**src/rtl/mips_muldiv.sv**
```systemverilog
// Iterative multiply/divide unit owning HI/LO: MULT/MULTU/DIV/DIVU in 33 cycles
// (32 radix-2 iterations plus a sign-fix cycle), and MTHI/MTLO writes while idle.
module mips_muldiv #(
   parameter int WIDTH = 32
) (
   input  logic             clk,
   input  logic             rst_b,
   input  logic             md_start,
   input  logic [1:0]       md_op,
   input  logic [WIDTH-1:0] md_in1,
   input  logic [WIDTH-1:0] md_in2,
   input  logic             md_hi_we,
   input  logic             md_lo_we,
   input  logic [WIDTH-1:0] md_wdata,
   output logic [WIDTH-1:0] md_hi,
   output logic [WIDTH-1:0] md_lo,
   output logic             md_busy,
   output logic             md_done
);

   localparam logic [1:0] S_IDLE = 2'd0;
   localparam logic [1:0] S_CALC = 2'd1;
   localparam logic [1:0] S_FIX  = 2'd2;
   localparam logic [5:0] LAST   = 6'(WIDTH - 1);

   function automatic logic [WIDTH-1:0] cneg_w(input logic [WIDTH-1:0] x, input logic n);
      return n ? (~x + 1'b1) : x;
   endfunction

   function automatic logic [2*WIDTH-1:0] cneg_2w(input logic [2*WIDTH-1:0] x, input logic n);
      return n ? (~x + 1'b1) : x;
   endfunction

   logic [1:0]       state_q, state_d;
   logic [5:0]       cnt_q, cnt_d;
   logic             busy_q, busy_d;
   logic             done_q, done_d;
   logic [WIDTH-1:0] hi_q, hi_d;
   logic [WIDTH-1:0] lo_q, lo_d;

   // Working datapath: wh = accumulator / partial remainder, wl = multiplier / quotient.
   logic [WIDTH-1:0] wh_q, wh_d;
   logic [WIDTH-1:0] wl_q, wl_d;
   logic [WIDTH-1:0] b_q, b_d;
   logic             div_q, div_d;
   logic             neg_q, neg_d;
   logic             rneg_q, rneg_d;

   logic             a_neg, b_neg;
   logic [WIDTH:0]   sum;
   logic [WIDTH:0]   rem_sh;
   logic [WIDTH:0]   trial;

   assign sum    = {1'b0, wh_q} + (wl_q[0] ? {1'b0, b_q} : '0);
   assign rem_sh = {wh_q, wl_q[WIDTH-1]};
   assign trial  = rem_sh - {1'b0, b_q};

   always_comb begin
      state_d = state_q;
      cnt_d   = cnt_q;
      busy_d  = busy_q;
      done_d  = 1'b0;
      hi_d    = hi_q;
      lo_d    = lo_q;
      wh_d    = wh_q;
      wl_d    = wl_q;
      b_d     = b_q;
      div_d   = div_q;
      neg_d   = neg_q;
      rneg_d  = rneg_q;
      a_neg   = ~md_op[0] & md_in1[WIDTH-1];
      b_neg   = ~md_op[0] & md_in2[WIDTH-1];
      case (state_q)
         S_IDLE: begin
            if (md_start) begin
               div_d   = md_op[1];
               neg_d   = a_neg ^ b_neg;
               rneg_d  = a_neg;
               b_d     = cneg_w(md_in2, b_neg);
               wl_d    = cneg_w(md_in1, a_neg);
               wh_d    = '0;
               cnt_d   = '0;
               busy_d  = 1'b1;
               state_d = S_CALC;
            end else begin
               if (md_hi_we) hi_d = md_wdata;
               if (md_lo_we) lo_d = md_wdata;
            end
         end
         S_CALC: begin
            if (div_q) begin
               wh_d = trial[WIDTH] ? rem_sh[WIDTH-1:0] : trial[WIDTH-1:0];
               wl_d = {wl_q[WIDTH-2:0], ~trial[WIDTH]};
            end else begin
               wh_d = sum[WIDTH:1];
               wl_d = {sum[0], wl_q[WIDTH-1:1]};
            end
            cnt_d = cnt_q + 6'd1;
            if (cnt_q == LAST) state_d = S_FIX;
         end
         S_FIX: begin
            // A zero divisor leaves the dividend magnitude in wh, so the normal
            // remainder sign fix already reproduces the original dividend in HI.
            if (div_q) begin
               lo_d = (b_q == '0) ? '1 : cneg_w(wl_q, neg_q);
               hi_d = cneg_w(wh_q, rneg_q);
            end else begin
               {hi_d, lo_d} = cneg_2w({wh_q, wl_q}, neg_q);
            end
            cnt_d   = '0;
            busy_d  = 1'b0;
            done_d  = 1'b1;
            state_d = S_IDLE;
         end
         default: begin
            busy_d  = 1'b0;
            state_d = S_IDLE;
         end
      endcase
   end

   always_ff @(posedge clk or negedge rst_b) begin
      if (!rst_b) begin
         state_q <= S_IDLE;
         cnt_q   <= '0;
         busy_q  <= 1'b0;
         done_q  <= 1'b0;
         hi_q    <= '0;
         lo_q    <= '0;
      end else begin
         state_q <= state_d;
         cnt_q   <= cnt_d;
         busy_q  <= busy_d;
         done_q  <= done_d;
         hi_q    <= hi_d;
         lo_q    <= lo_d;
      end
   end

   always_ff @(posedge clk) begin
      wh_q   <= wh_d;
      wl_q   <= wl_d;
      b_q    <= b_d;
      div_q  <= div_d;
      neg_q  <= neg_d;
      rneg_q <= rneg_d;
   end

   assign md_hi   = hi_q;
   assign md_lo   = lo_q;
   assign md_busy = busy_q;
   assign md_done = done_q;

endmodule

```
**config.mk**
```make
export PLATFORM = sky130hd
export DESIGN_NAME = mips_muldiv
export DESIGN_NICKNAME = d
export VERILOG_FILES = /design/src/rtl/mips_muldiv.sv
export SDC_FILE = /design/constraint.sdc
export NUM_CORES = 1
export LEC_CHECK = 0
export CELL_PAD_IN_SITES_DETAIL_PLACEMENT = 0
export CELL_PAD_IN_SITES_GLOBAL_PLACEMENT = 1
export CORE_ASPECT_RATIO = 1.2
export CORE_MARGIN = 4
export CORE_UTILIZATION = 37
export CTS_CLUSTER_SIZE = 12
export DETAILED_ROUTE_END_ITERATION = 8
export PLACE_DENSITY = 0.78
export SLEW_MARGIN = 10
export SYNTH_ARGS = -nofsm -noshare
export SYNTH_HDL_FRONTEND = slang
export SYNTH_SLANG_ARGS = --single-unit
```
**constraint.sdc**
```tcl
create_clock -name clk -period 5.3 [get_ports clk]
set_clock_uncertainty 0.2 [all_clocks]
set_input_delay 1.325 -clock clk [delete_from_list [all_inputs] [get_ports clk]]
set_output_delay 1.325 -clock clk [all_outputs]
set_load 0.01 [all_outputs]
```
==> flow_summary.toml, run 1 <==
# flow metrics
[synth]
edf_count = 99
synth.distinct_cells = 76
synth_stat.cells = 1674
ys_seq_share_pct = 33.9
top_area_share_pct = 20.9
topCellsByArea = "edfxtp_1 21%, dfrtp_1 13%, xnor2_1 6.8%"
syn-num-nets = 1848
avgSynthCellArea_sq_um = 8.50
synthCells = 1674
yosys.area.top_type = "edfxtp_1"
async_reset_ff_share_pct = 42.8

[min_path]
hp-class = "reg -> reg"

[clocking]
cts_tree = "built"
clk_path_buf_depth = 2
clk_pin_slew_worst_paths_ps = 80
ctsHoldBuffers = 0
clockRootBuffer = "clkbuf_16"
cts_setup_buffers = 0

[finish]
layout-drive-gt1-share_pct = 4.85
area_growth_syn_to_layout_pct = 19.3
n_antenna_cell = 0
design_area_sq_um = 17000
nFillCells = 3733
mostFrequentLayoutCells = "167 x clkdlybuf4s50_1, 164 x nand2_1, 160 x nor2_1"
flop_area_sq_um = 4820
final_nets = 1975

[final_timing]
tightest_slew_ps = 1110
drv_slew = 0
grt_setup_unrepaired = "no"
slew-limit-headroom_pct = 26.0
timing_hold_violations_final = 0
fin_ws_ps = 902

[critical_path]
slowest_stage = "edfxtp_1"
cp_cell_sequence = "inv_1 > fa_1 > nand2b_1 > a21oi_1 > o21ai_0 > o221a_2 > o211ai_1 > mux2i_1 > nor2_4 > buf_4 > mux2i_1 > a21oi_1 > o211a_1"
worstSetupEndpointType = "register"
crit_type = "reg -> reg"
critPathArrivalTime_ps = 4420
max_stage_delay_ps = 570
cp_max_fo = 17

[floorplan]
num_rows = 78
core_sq_um = 37900
die-area_sq_um = 41700
fp.dieH_microns = 223

[status]
status = "finished, final reports clean"

[power]
power_density_nw_per_um2 = 497
peakVddDrop_v = 0.000263
power_leakage_uw = 0.00660

[detailed_routing]
drc = 0
vias = 13000
via_per_inst = 5.67
routed_wl_mm = 44.7
postRouteAntennaNets = 0
firstDrtPassIters = 7

[placement]
io_buffers = 168
routabilityCongestion = 0.890

[grt]
grt_pass1_vias = 12600
grt_start_max_net_pins = 105
grt_pass1_wl_mm = 69.8
antenna_found_initial = 0

[run]
tool_warnings = 28
maxCapViolCount = 0
run 1: power by group:
group	leakage [uW]	switching, uW	internal (uW)	total (uW)
registers	0.00188	686	1960	2650
logic	0.00445	2440	2070	4510
clock network	0.000280	632	649	1280
total	0.00660	3760	4680	8440
run 1: metal layers:
| metal | global-route usage, % | share of wire (%) | up-vias |
|---|---|---|---|
| li1 | - | - | 6380 |
| met1 | 27.1 | 44 | 6158 |
| met2 | 35.4 | 47 | 387 |
| met3 | 3.16 | 4.8 | 74 |
| met4 | 7.52 | 3.4 | 0 |
| met5 | 0 | 0 | - |
run 1: logic make-up after synthesis:
kind of cell | share of synthesized area (%)
AND/OR/NAND/NOR | 18.3
flip-flops | 33.9
buffers and inverters | 3.61
multiplexers | 6.11
XOR/XNOR | 10.6
AND-OR/OR-AND | 21.2
adder cells (fa/ha/maj) | 6.35
run 1: final timing paths:
path | cells after the start | end | slack [ps] | startpoint
setup / recovery | 13 | wh_q[30] | 900 | wh_q[0]
hold / removal | 2 | md_lo[5] | 280 | md_lo[5]
setup reg to reg | 13 | wh_q[30] | 900 | wh_q[0]
hold reg to reg | 2 | md_lo[5] | 280 | md_lo[5]
max in group asynchronous | 1 | md_hi[4] | 3460 | rst_b
min in group asynchronous | 1 | md_lo[16] | 810 | rst_b
run 1: cell usage after synthesis, drive strengths merged (57+ instances only):
master	count
o21ai	157
ha	69
a21oi	133
dfrtp	74
inv	57
nand2	165
xnor2	111
edfxtp	99
nor2	161
xor2	61
clkbuf	63
mux2i	79
run 1: sequential cells by signal (all words and copies together) (netlist names):
name     cells
wh_q        32
md_hi       32
b_q         32
rneg_q       1
neg_q        1
wl_q        32
md_busy      1
cnt_q        6
md_lo       32
div_q        1
md_done      1
state_q      2
run 1: through the flow:
stage,cells,hold slack [ps],power [uW],util (%)
after detailed placement,2262,270,7130,43.3
after floorplan,1674,248,5570,-
after CTS,2294,287,8430,44.8
after global routing,2294,301,9050,44.8
final,2294,282,8440,44.8
after global placement,2262,261,7060,43.3
run 1: critical path, delay by kind of cell (launching register included):
| kind | cells | cell delay [ps] |
|---|---|---|
| mux | 2 | 360 |
| compound gates | 6 | 1350 |
| buf+inv | 2 | 460 |
| simple gates | 2 | 750 |
| fa+ha+maj | 1 | 480 |
| flops | 1 | 570 |
run 1: area by class of cell:
cell class              count  share of cell area (%)
multi-input cells        1366                    52.6
well taps                 480                    3.54
clock inverters            13                   0.722
inverters                  57                    1.26
flip-flops and latches    173                    28.4
repair buffers            186                    10.8
clock buffers              19                    2.67
Fig. 1: run 1, M3 wires
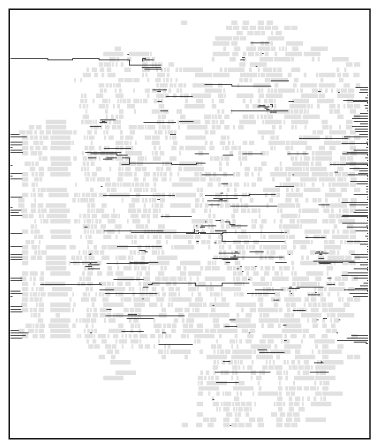
longest straight run	40.9 microns
main direction	horizontal
nets with wire on the layer	225

Fig. 2: run 1, wire density map
The bar under the picture is 50 microns long. 19 x 22 tiles, from white (low) to dark blue (high), scaled to the fullest tile. Values are wire area over tile area, all layers added.
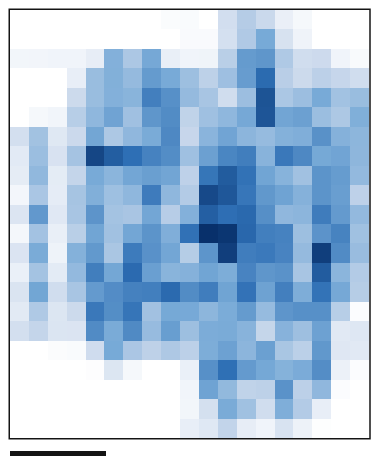
densest ninth of the die	middle
tiles over half the peak	31%
fullest tile	0.50
emptiest ninth of the die	bottom left

Fig. 3: run 1, zoomed window
Window x 74 to 114, y 91 to 131 microns. Cells in gray, sequential cells in the stronger gray; small squares are vias.
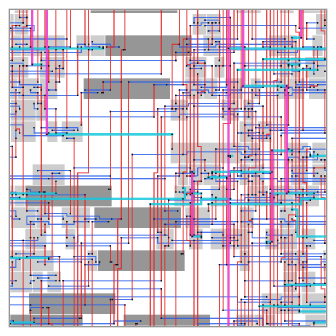
color	layer
blue	metal 1
red	metal 2
magenta	metal 4
cyan	metal 3
most frequent	nand2_1 (10), nor2_1 (10), a21oi_1 (9)
sequential cells in the window	8
netlist names of flops here include	wh_q (8)
cells with their middle in the window	99

Fig. 4: run 1, clock wiring as the flow saved it
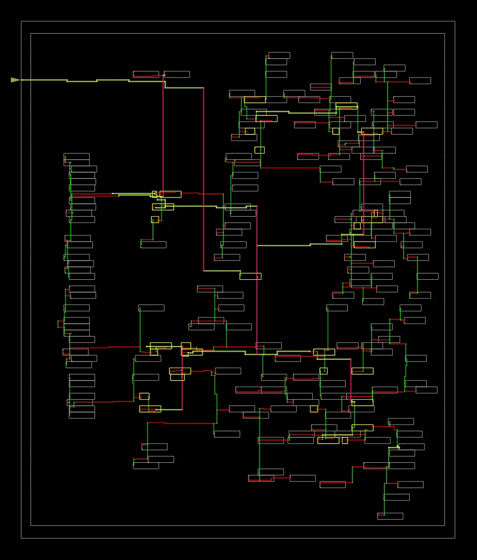
clock latency on the worst-skew pair: 460 ps
Clk. pwr: 1280 uW
flop count: 173
Num CTS Buffers: 17
clk sink count: 173

Fig. 5: run 1, clock distribution
The bar under the picture is 50 microns long.
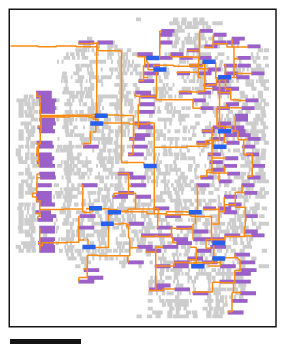

## Run 2: what changed since run 1
PLACE_DENSITY = 0.81   (was 0.78)
clock period = 3.8 ns   (was 5.3 ns; I/O delays follow)
Fig. 6: run 2, clock distribution
The bar under the picture is 50 microns long.
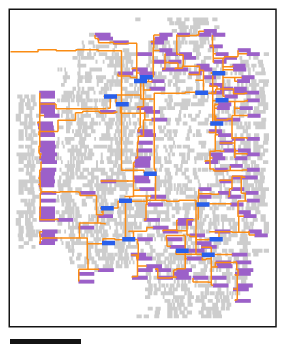
[orange] clock wires | length: 2480 microns
[purple] flip-flops | count: 173
[blue] clock drivers | count: 17
routed clock nets	18

==> run 2 against run 1 <==
  * Sequential share of layout area down 1.8 points
  * Total power up 51%
  * Via count up 4.4%
  * Combinational power up 66%
  * Area after synthesis unchanged
  * Clock power up 41%
  * Critical path depth unchanged
  * Flip-flop count unchanged
  * Worst setup slack worse by 770 ps
  * First-iteration DRC count up 14%
  * Routed wire length up 3.8%
  * Register-to-register slack worse by 770 ps
  * Largest power group unchanged
==> flow_summary.toml, run 2 <==
# flow metrics
[critical_path]
cp_max_fo = 13
crit_type = "reg -> reg"
critPathArrivalTime_ps = 3650
startpoint_type = "register"
worstSetupEndpointType = "register"

[floorplan]
num_rows = 78
fp.dieH_microns = 223
fp.dieW_microns = 187
core_sq_um = 37900
die-area_sq_um = 41700

[finish]
nFillCells = 3685
n_antenna_cell = 0
final_nets = 2094
area_growth_syn_to_layout_pct = 27.2
mostFrequentLayoutCells = "167 x clkdlybuf4s50_1, 164 x nand2_1, 160 x nor2_1"
stdcell_count = 2413
flop_area_sq_um = 4820
design_area_sq_um = 18100
layout-drive-gt1-share_pct = 11.8
utilization_pct = 47.8

[clocking]
clk_latency_ps = 450
h-tree-depth = 4
cts_tree = "built"
clk_pin_slew_worst_paths_ps = 80
clock-sinks = 173
ctsHoldBuffers = 0
clk_path_buf_depth = 2
clockRootBuffer = "clkbuf_16"
numCtsBuffers = 17

[detailed_routing]
drc = 0
routed.top_layer = "met4"
wl_met1_mm = 20.5
first_iter_violations = 1032
wl_met3_mm = 2.17
vias = 13600
wl_met2_mm = 22.6
firstDrtPassIters = 5
postRouteAntennaNets = 0
via_per_inst = 5.62
routed_wl_mm = 46.4

[grt]
antenna_found_initial = 0
grt_start_max_net_pins = 118
grt_pass1_vias = 13200
grt_pass1_wl_mm = 72.6

[synth]
muxShareOfSynthArea_pct = 6.11
edf_count = 99
top_area_share_pct = 20.9
ys_top_cells_by_count = "165 x nand2_1, 160 x nor2_1, 149 x o21ai_0"
ys_sh_aoi_pct = 21.2
synth.distinct_cells = 76
yosys_warnings = 0
synthSimpleGateAreaFrac_pct = 18.3
top_cell = "nand2_1"
ys.flops = 173
synth_stat.cells = 1674
yosys_area_sq_um = 14200
ff_type = "edfxtp_1"
syn-num-nets = 1848
topCellsByArea = "edfxtp_1 21%, dfrtp_1 13%, xnor2_1 6.8%"
ys_sh_xor_pct = 10.6
avgSynthCellArea_sq_um = 8.50
yosys.area.top_type = "edfxtp_1"
ys_seq_share_pct = 33.9
synthCells = 1674
async_reset_ff_share_pct = 42.8
topCombFamilyByArea = "AND-OR/OR-AND gates"
syn-cell-area_sq_um = 14200
ys_sh_adder_pct = 6.35

[placement]
hpwl_mm = 36.1
routabilityCongestion = 0.936
dp_cells = 2370
io_buffers = 168
placedInstanceArea_sq_um = 17300

[power]
power_density_nw_per_um2 = 703
power.total_uw = 12700
peakVddDrop_v = 0.000399
power_leakage_uw = 0.00724

[final_timing]
tightest_slew_ps = 944
slew-limit-headroom_pct = 37.1
finalClockPeriodUsage_pct = 96.6
period_minus_slack_ps = 3670
timing_hold_violations_final = 0
drv_slew = 0
fin_ws_ps = 128
max_freq_ghz = 0.272

[status]
status = "finished, final reports clean"

[run]
maxCapViolCount = 0
tool_warnings = 28

[min_path]
hp-class = "reg -> reg"
Fig. 7: run 2, zoomed window
Window x 74 to 114, y 91 to 131 microns. Cells in gray, sequential cells in the stronger gray; small squares are vias.
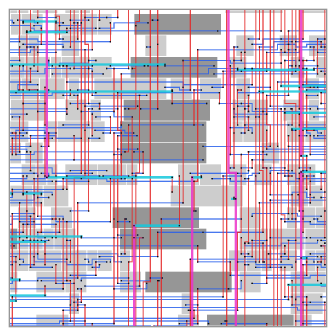
color	layer
magenta	metal 4
red	metal 2
blue	metal 1
cyan	metal 3
cells with their middle in the window	111
most frequent	buf_4 (12)
netlist names of flops here include	wh_q (8), rneg_q (1)
sequential cells in the window	9

==> run 2: netlist changes by cell type in the layout (fill, tap and decap cells not counted), moves of 3 or more <==
cell,change
a21oi_1,-3
a21oi_2,+3
buf_12,+5
buf_4,+111
inv_6,-3
inv_8,+3
o21ai_0,-5
o21ai_1,+3
==> run 2: worst paths after layout <==
kind	start	end	slack, ps	depth (start not counted)
min in group asynchronous	rst_b	md_hi[14]	450	1
max in group asynchronous	rst_b	md_lo[6]	2350	1
setup reg to reg	b_q[0]	wh_q[4]	130	13
hold reg to reg	md_lo[10]	md_lo[10]	280	2
setup / recovery	b_q[0]	wh_q[4]	130	13
hold / removal	md_lo[10]	md_lo[10]	280	2
==> run 2: where the power goes <==
part           internal (uW)  switching, uW  total (uW)  leakage, uW
registers               2730            692        3420      0.00188
clock network            920            884        1800     0.000291
logic                   3530           3970        7500      0.00507
==> run 2: per-stage QoR <==
stage / setup TNS, ps / hold slack, ps
2_1_floorplan: 0 / 248
3_3_place_gp: -3020 / 264
3_5_place_dp: -4110 / 269
4_1_cts: 0 / 287
5_1_grt: -39.7 / 297
6_report: 0 / 282
==> run 2: logic make-up (layout without fill, tap and decap cells) <==
| family | Yosys count | after routing |
|---|---|---|
| fa+ha+maj | 71 | 71 |
| mux | 86 | 86 |
| simple gates | 540 | 540 |
| xor+xnor | 172 | 172 |
| flops | 173 | 173 |
| compound gates | 497 | 497 |
| buf+inv | 135 | 394 |
==> run 2: worst max-delay path: stages (launching register included) <==
cell and delay [ps]:
edfxtp_1 470, ha_2 230, fa_1 380, nand2b_1 190, a21oi_2 220, o21ai_2 130, o221a_4 260, o211ai_1 240
mux2i_2 330, nor2_4 90, buf_12 170, mux2_2 270, a21oi_1 140, nor2_1 50
==> run 2: routing by layer <==
| layer | vias to the layer above | track usage (%) |
|---|---|---|
| met5 | - | 0 |
| met4 | 0 | 6.44 |
| met3 | 65 | 2.91 |
| met1 | 6474 | 28.0 |
| li1 | 6633 | - |
| met2 | 396 | 37.4 |
==> run 2: area by class of cell <==
class	count	area share (%)
sequential	173	26.7
tap	480	3.32
inverter	57	1.18
clock inverter	14	0.816
timing repair buffer	305	15.5
clock buffer	18	2.49
multi-input combinational	1366	50.0
==> run 2: what timing repair did <==
item / 4_1_cts / 5_1_grt
buffers inserted: 1 / 9
setup endpoints to repair: 15 / 26
gates cloned: 0 / 1
pin swaps: 0 / 10
resized: 5 / 29
Fig. 8: run 2, clock wiring as the flow saved it
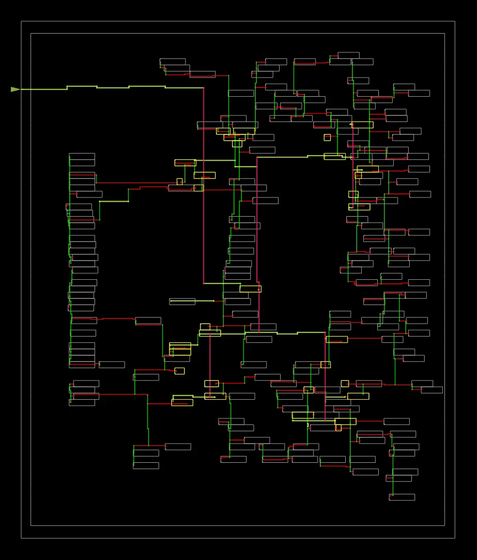

## Run 3: what changed since run 2
CTS_BUF_LIST = sky130_fd_sc_hd__clkbuf_8   (was default)
Fig. 9: run 3, clock wiring as the flow saved it
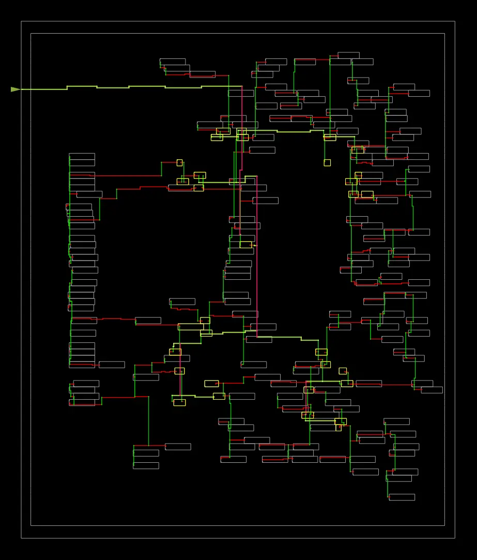
clock latency on the worst-skew pair: 500 ps
clk_buf instances: 17
Clk. pwr: 1390 uW

Fig. 10: run 3, clock distribution
The bar under the picture is 50 microns long.
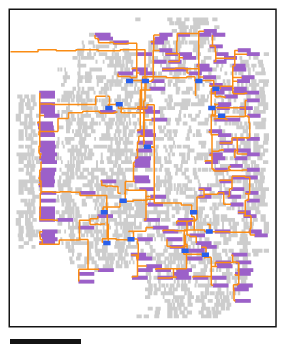
[purple] flip-flops | count: 173
[blue] clock drivers | count: 17
[orange] clock wires | length: 2480 microns
routed clock nets	18

==> run 3 against run 2 <==
  * Die area unchanged
  * Clock power shrank 23%
  * Hold slack better by 6.1 ps
  * Utilization fell by 0.52 points
  * Register-to-register slack worse by 20 ps
  * Via count fell by 0.16%
  * Non-clock buffer count unchanged
  * Sequential share of layout area is 0.29 points higher
  * First-iteration DRC count is 0.19% lower
  * Area after synthesis unchanged
  * Flip-flop count is the same
  * Final area decreased by 1.1%
==> flow_summary.toml, run 3 <==
# flow metrics
[final_timing]
drv_slew = 0
tightest_slew_ps = 941
max_freq_ghz = 0.271
timing_hold_violations_final = 0
finalSetupViolCount = 0
fin_setup_tns_ps = 0
finalClockPeriodUsage_pct = 97.0
period_minus_slack_ps = 3690
holdWs_ps = 288
slew-limit-headroom_pct = 37.3

[detailed_routing]
postRouteAntennaNets = 0
wl_per_cell_microns = 19.2
first_iter_violations = 1030
firstDrtPassIters = 5
via_per_inst = 5.61
vias = 13500
routed_wl_mm = 46.4
drc = 0

[floorplan]
die-area_sq_um = 41700
fp_util_pct = 37.6
io_pins = 169
num_rows = 78
fp.dieH_microns = 223
core_sq_um = 37900
fp.dieW_microns = 187

[finish]
n_antenna_cell = 0
area_growth_syn_to_layout_pct = 25.8
layout-drive-gt1-share_pct = 11.6
flop_area_sq_um = 4820
lay_top_count = "clkdlybuf4s50_1"
final_nets = 2094
nFillCells = 3705
utilization_pct = 47.3
mostFrequentLayoutCells = "167 x clkdlybuf4s50_1, 164 x nand2_1, 160 x nor2_1"
logic_area_sq_um = 9040

[critical_path]
cp_top_family = "AND-OR/OR-AND gates"
max_stage_delay_ps = 490
cp_cell_sequence = "ha_2 > fa_1 > nand2b_1 > a21oi_2 > o21ai_2 > o221a_4 > o211ai_1 > mux2i_2 > nor2_4 > buf_12 > mux2_2 > a21oi_1 > nor2_1"
slowest_stage = "edfxtp_1"
crit_type = "reg -> reg"
worstSetupEndpointType = "register"
startpoint_type = "register"
required_ps = 3820
crit_buf_inv = 1
cp_max_fo = 13
r2r_slack_ps = 110
critPathArrivalTime_ps = 3710

[status]
status = "finished, final reports clean"

[clocking]
clockRootBuffer = "clkbuf_8"
h-tree-depth = 4
clock-sinks = 173
clk_path_buf_depth = 2
cts_tree = "built"
numCtsBuffers = 17
clk_pin_slew_worst_paths_ps = 100

[synth]
avgSynthCellArea_sq_um = 8.50
syn-cell-area_sq_um = 14200
async_reset_ff_share_pct = 42.8
edf_count = 99
ff_type = "edfxtp_1"
topCellsByArea = "edfxtp_1 21%, dfrtp_1 13%, xnor2_1 6.8%"
ys_seq_share_pct = 33.9
yosys_area_sq_um = 14200
ys.flops = 173
yosys_warnings = 0
ys_top_cells_by_count = "165 x nand2_1, 160 x nor2_1, 149 x o21ai_0"
top_cell = "nand2_1"
synth_stat.cells = 1674
yosys.area.top_type = "edfxtp_1"
synth.distinct_cells = 76
syn-num-nets = 1848
synthCells = 1674
top_area_share_pct = 20.9

[power]
peakVddDrop_v = 0.000312
power_density_nw_per_um2 = 687
power_leakage_uw = 0.00715
power.total_uw = 12300

[grt]
grtUsageTotal_pct = 21.5
antenna_found_initial = 0
grt_pass1_vias = 13100
grt_start_max_net_pins = 118
grt-ovfl-total = 0
grt_pass1_wl_mm = 72.5

[min_path]
hp-class = "reg -> reg"

[run]
tool_warnings = 28
maxCapViolCount = 0

[placement]
routabilityCongestion = 0.936
io_buffers = 168
hpwl_mm = 36.1
==> run 3: metrics by stage <==
| step | instance area (sq um) | cells | setup slack (ps) |
|---|---|---|---|
| finish | 17900 | 2413 | 112 |
| global route | 17900 | 2413 | -20.2 |
| CTS | 17700 | 2403 | 11.5 |
| detailed placement | 17300 | 2370 | -362 |
| global placement | 17300 | 2370 | -347 |
| floorplan | 14200 | 1674 | 11.0 |
==> run 3: report_power, final <==
group          internal, uW  switching, uW
registers              2730            688
logic                  3530           3960
clock network           560            833
total                  6820           5480
==> run 3: path summary, 6_finish.rpt <==
check	from	to	depth (start not counted)
max in group asynchronous	rst_b	md_lo[6]	1
min in group asynchronous	rst_b	md_hi[14]	1
min	md_lo[10]	md_lo[10]	2
max	b_q[0]	wh_q[4]	13
max reg2reg	b_q[0]	wh_q[4]	13
min reg2reg	md_lo[10]	md_lo[10]	2
==> run 3: worst reg2reg max path: cells and delay by family (launching register included) <==
| family | cells | cell delay [ps] |
|---|---|---|
| AOI/OAI and AO/OA | 5 | 990 |
| buffers and inverters | 1 | 180 |
| DFF | 1 | 490 |
| and+or+nand+nor | 3 | 330 |
| muxes | 2 | 610 |
| adders and majority gates | 2 | 620 |
==> run 3: cells by family (layout without fill, tap and decap cells) <==
kind of cell	after synthesis	in the layout	synth area share [%]
multiplexers	86	86	6.11
XOR/XNOR	172	172	10.6
AND/OR/NAND/NOR	540	540	18.3
flip-flops	173	173	33.9
AND-OR/OR-AND	497	497	21.2
buffers and inverters	135	394	3.61
adder cells (fa/ha/maj)	71	71	6.35
==> run 3: timing repair <==
action,in CTS,in global routing
gates resized,5,26
pin swaps,1,12
setup buffers,1,9
cloned,0,1
endpoints found under the setup margin,15,22
hold buffers,0,0
==> run 3: cell type report <==
class,count,area share [%]
Inverter,57,1.20
Clock inverter,15,0.993
Sequential cell,173,27.0
Multi-Input combinational cell,1366,50.5
Timing Repair Buffer,305,15.7
Clock buffer,17,1.31
Tap cell,480,3.36
==> run 3: routing by layer <==
metal | vias to the layer above | track usage, % | routed length [microns]
li1 | 6621 | - | -
met5 | - | 0 | 0
met4 | 0 | 5.73 | 988
met1 | 6454 | 28.2 | 20400
met2 | 417 | 37.4 | 22700
met3 | 54 | 2.92 | 2350
No activity file was given, so power comes from the tool's default toggle rates.
